**Signal wires by layer**

Two of the layers only.
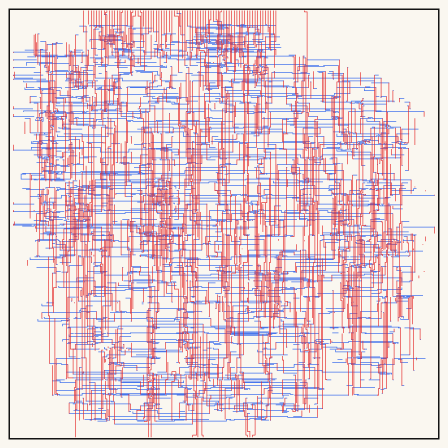
**Routing congestion map**

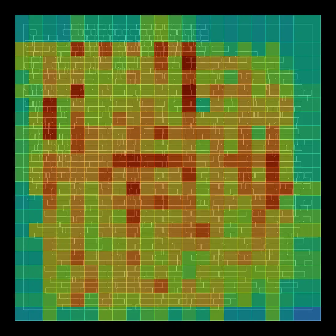
**M4 wires**

Cells faint in the background.
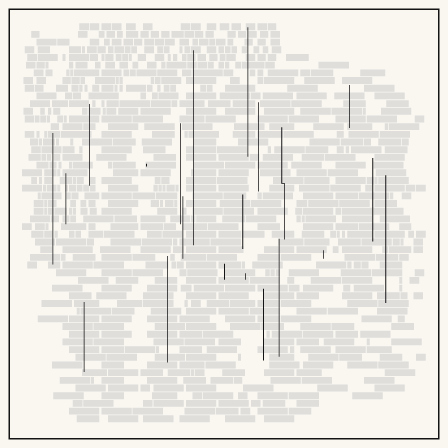
**Zoomed window**

Window x 101 to 126, y 25 to 50 um. Cells in grey, sequential cells in the stronger grey; small squares are vias.
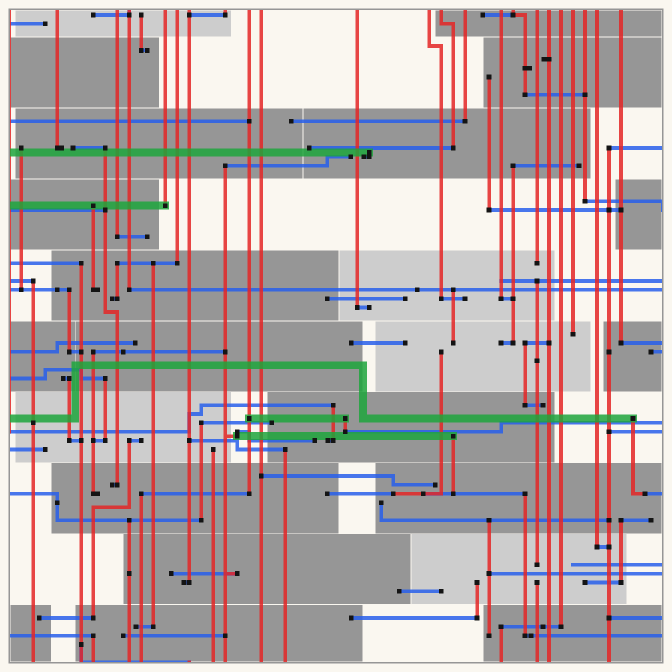
**Supply network**

Scale bar: 50 um. Pins as bars on the die edge. Tap cells in grey.
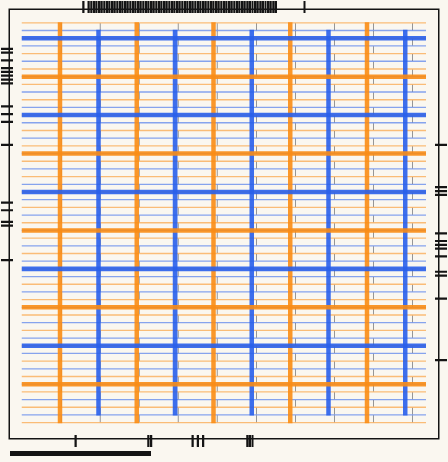
--- src/rtl/fp16_mul_issue_ctrl.sv ---
// Credit-gated issue front-end and in-order result FIFO for a fixed-latency, non-stallable fp16 multiplier.
// Results appear MUL_LATENCY+1 cycles after fire; in_ready falls once in-flight plus buffered results reach FIFO_DEPTH.
module fp16_mul_issue_ctrl #(
  parameter int MUL_LATENCY = 8,
  parameter int FIFO_DEPTH  = 16,
  parameter int CNT_W       = 5
) (
  input  logic             clk,
  input  logic             rst,
  input  logic             in_valid,
  output logic             in_ready,
  input  logic [15:0]      in_a,
  input  logic [15:0]      in_b,
  output logic [15:0]      mul_a,
  output logic [15:0]      mul_b,
  input  logic [15:0]      mul_out,
  output logic             out_valid,
  input  logic             out_ready,
  output logic [15:0]      out_data,
  output logic             out_nan,
  output logic [CNT_W-1:0] inflight,
  output logic [CNT_W-1:0] occupancy,
  output logic             overflow_err
);

  localparam int PTR_W = $clog2(FIFO_DEPTH);

  logic [MUL_LATENCY-1:0] vld_q, vld_d;
  logic [PTR_W-1:0]       wr_ptr_q, wr_ptr_d;
  logic [PTR_W-1:0]       rd_ptr_q, rd_ptr_d;
  logic [CNT_W-1:0]       inflight_q, inflight_d;
  logic [CNT_W-1:0]       occupancy_q, occupancy_d;
  logic                   overflow_err_q, overflow_err_d;
  logic [15:0]            mem_q [FIFO_DEPTH];
  logic [15:0]            mem_d [FIFO_DEPTH];

  logic [CNT_W:0]         credits_used;
  logic                   fire;
  logic                   push;
  logic                   pop;

  // Credits come only from registered counts so in_ready never depends on out_ready.
  always_comb begin
    credits_used = {1'b0, inflight_q} + {1'b0, occupancy_q};
    in_ready     = ~rst & (credits_used < (CNT_W+1)'(FIFO_DEPTH));
    fire         = in_valid & in_ready;
    mul_a        = fire ? in_a : 16'h0000;
    mul_b        = fire ? in_b : 16'h0000;
  end

  always_comb begin
    out_valid    = ~rst & (occupancy_q != '0);
    out_data     = mem_q[rd_ptr_q];
    out_nan      = out_valid & (&out_data[14:10]) & (|out_data[9:0]);
    push         = vld_q[MUL_LATENCY-1];
    pop          = out_valid & out_ready;
    inflight     = inflight_q;
    occupancy    = occupancy_q;
    overflow_err = overflow_err_q;
  end

  // The valid line mirrors the multiplier pipeline; its last tap qualifies mul_out.
  always_comb begin
    vld_d          = {vld_q[MUL_LATENCY-2:0], fire};
    wr_ptr_d       = wr_ptr_q;
    rd_ptr_d       = rd_ptr_q;
    inflight_d     = inflight_q + CNT_W'(fire) - CNT_W'(push);
    occupancy_d    = occupancy_q + CNT_W'(push) - CNT_W'(pop);
    overflow_err_d = overflow_err_q;
    mem_d          = mem_q;
    if (push) begin
      mem_d[wr_ptr_q] = mul_out;
      wr_ptr_d        = wr_ptr_q + PTR_W'(1);
    end
    if (pop) begin
      rd_ptr_d = rd_ptr_q + PTR_W'(1);
    end
    if (push && !pop && (occupancy_q == CNT_W'(FIFO_DEPTH))) begin
      overflow_err_d = 1'b1;
    end
  end

  always_ff @(posedge clk) begin
    if (rst) begin
      vld_q          <= '0;
      wr_ptr_q       <= '0;
      rd_ptr_q       <= '0;
      inflight_q     <= '0;
      occupancy_q    <= '0;
      overflow_err_q <= 1'b0;
    end else begin
      vld_q          <= vld_d;
      wr_ptr_q       <= wr_ptr_d;
      rd_ptr_q       <= rd_ptr_d;
      inflight_q     <= inflight_d;
      occupancy_q    <= occupancy_d;
      overflow_err_q <= overflow_err_d;
    end
  end

  // Result storage holds no state that matters after reset, so it is left unreset.
  always_ff @(posedge clk) begin
    mem_q <= mem_d;
  end

endmodule
--- config.mk ---
export PLATFORM = sky130hd
export DESIGN_NAME = fp16_mul_issue_ctrl
export DESIGN_NICKNAME = d
export VERILOG_FILES = /design/src/rtl/fp16_mul_issue_ctrl.sv
export SDC_FILE = /design/constraint.sdc
export NUM_CORES = 1
export LEC_CHECK = 0
export CAP_MARGIN = 20
export CORE_MARGIN = 4
export CORE_UTILIZATION = 55
export DETAILED_ROUTE_END_ITERATION = 8
export GPL_ROUTABILITY_DRIVEN = 0
export GPL_TIMING_DRIVEN = 0
export PLACE_DENSITY = 0.75
export SLEW_MARGIN = 20
export SYNTH_ARGS = -nofsm -noshare
export SYNTH_HDL_FRONTEND = slang
export SYNTH_SLANG_ARGS = --single-unit
--- constraint.sdc ---
create_clock -name clk -period 5.2 [get_ports clk]
set_input_delay 1.56 -clock clk [delete_from_list [all_inputs] [get_ports clk]]
set_output_delay 1.56 -clock clk [all_outputs]
set_load 0.03 [all_outputs]
==> reports/qor.yml <==
outcome:
  status: "completed"
critical_path:
  worstSetupStartpointType: "input pin"
sta:
  post-route-period-util_pct: 98.1
  tns_ns: 0
yosys:
  ys_async_sr_fraction_pct: 0
  topCombFamilyByArea: "multiplexers"
  fa_ha_area_share_pct: 2.68
  ys.flop_type: "edfxtp_1"
  synth_cell_types: 34
  yosys_area_um2: 11300
layout:
  post-route-util_pct: 68.2
  mostFrequentLayoutCells: "edfxtp_1, clkdlybuf4s50_1, mux4_2, and3_1, clkbuf_16"
  clockBufferCount: 34
  nonClkBufAreaFrac_pct: 9.64
  num_antenna_cells: 0
  drive_gt1_share_pct: 19.9
  areaGrowthSynthToFinish_pct: 21.9
global_routing:
  grt_max_degree: 17
flow_run:
  tool_warnings: 31
floorplanning:
  coreArea_um2: 20200
cts:
  cts_max_path_buffers: 3
  cts_buffers: 28
power:
  swShare_pct: 24.9
  p_total_mw: 5.60
placed_design:
  pre_cts_ws_ns: -0.416
detailed_routing:
  drc: 0
## Picture notes: 'signal wires by layer'
layer	colour	wire length
metal 1	blue	10200 um
metal 2	red	13100 um
final WL: 25400 um
GRT Util Overall: 23.0%
mean routed wirelength per cell: 25.1 um
vias: 5991

## Picture notes: 'routing congestion map'
met1 Usage GRT: 32.6%
met3 GRT Util: 4.25%

## Picture notes: 'M4 wires'
nets with wire on the layer	12
share of all routed wire	2.3%
main direction	vertical
wire length on this layer	583 um
longest straight run	68.7 um

## Picture notes: 'zoomed window'
layer	colour
metal 3	green
metal 1	blue
metal 2	red
sequential cells in the window	13
cells with their middle in the window	17
netlist names of flops here include	mem_q (13)
most frequent	edfxtp_1 (13), mux4_2 (4)

## Picture notes: 'supply network'
net	colour
VSS	orange
VDD	blue
rows	52
tap cells	270
signal pins	114
met5 straps	10
met4 straps	10

==> registers in the layout, indices dropped and copies added, names as in the netlist <==
register and cells:
mem_q 256, vld_q 8, inflight 5, occupancy 5
rd_ptr_q 4, wr_ptr_q 4, overflow_err 1
==> worst max-delay path: stages <==
cell and delay (ns):
clkbuf_1 0.25, or4_1 0.63, a21oi_4 0.23, clkbuf_2 0.25, and3_1 0.19, dlygate4sd2_1 0.42
==> worst paths after layout <==
check	cells past startpoint	slack (ns)	to	from
worst max-delay path	6	0.1	mul_b[8]	rst
worst min-delay path	1	0.44	vld_q[3]	vld_q[2]
worst max register to register	15	1.98	inflight[4]	occupancy[4]
worst min register to register	1	0.44	vld_q[3]	vld_q[2]
Power figures rest on the tool's default switching activity, not on a simulated workload.
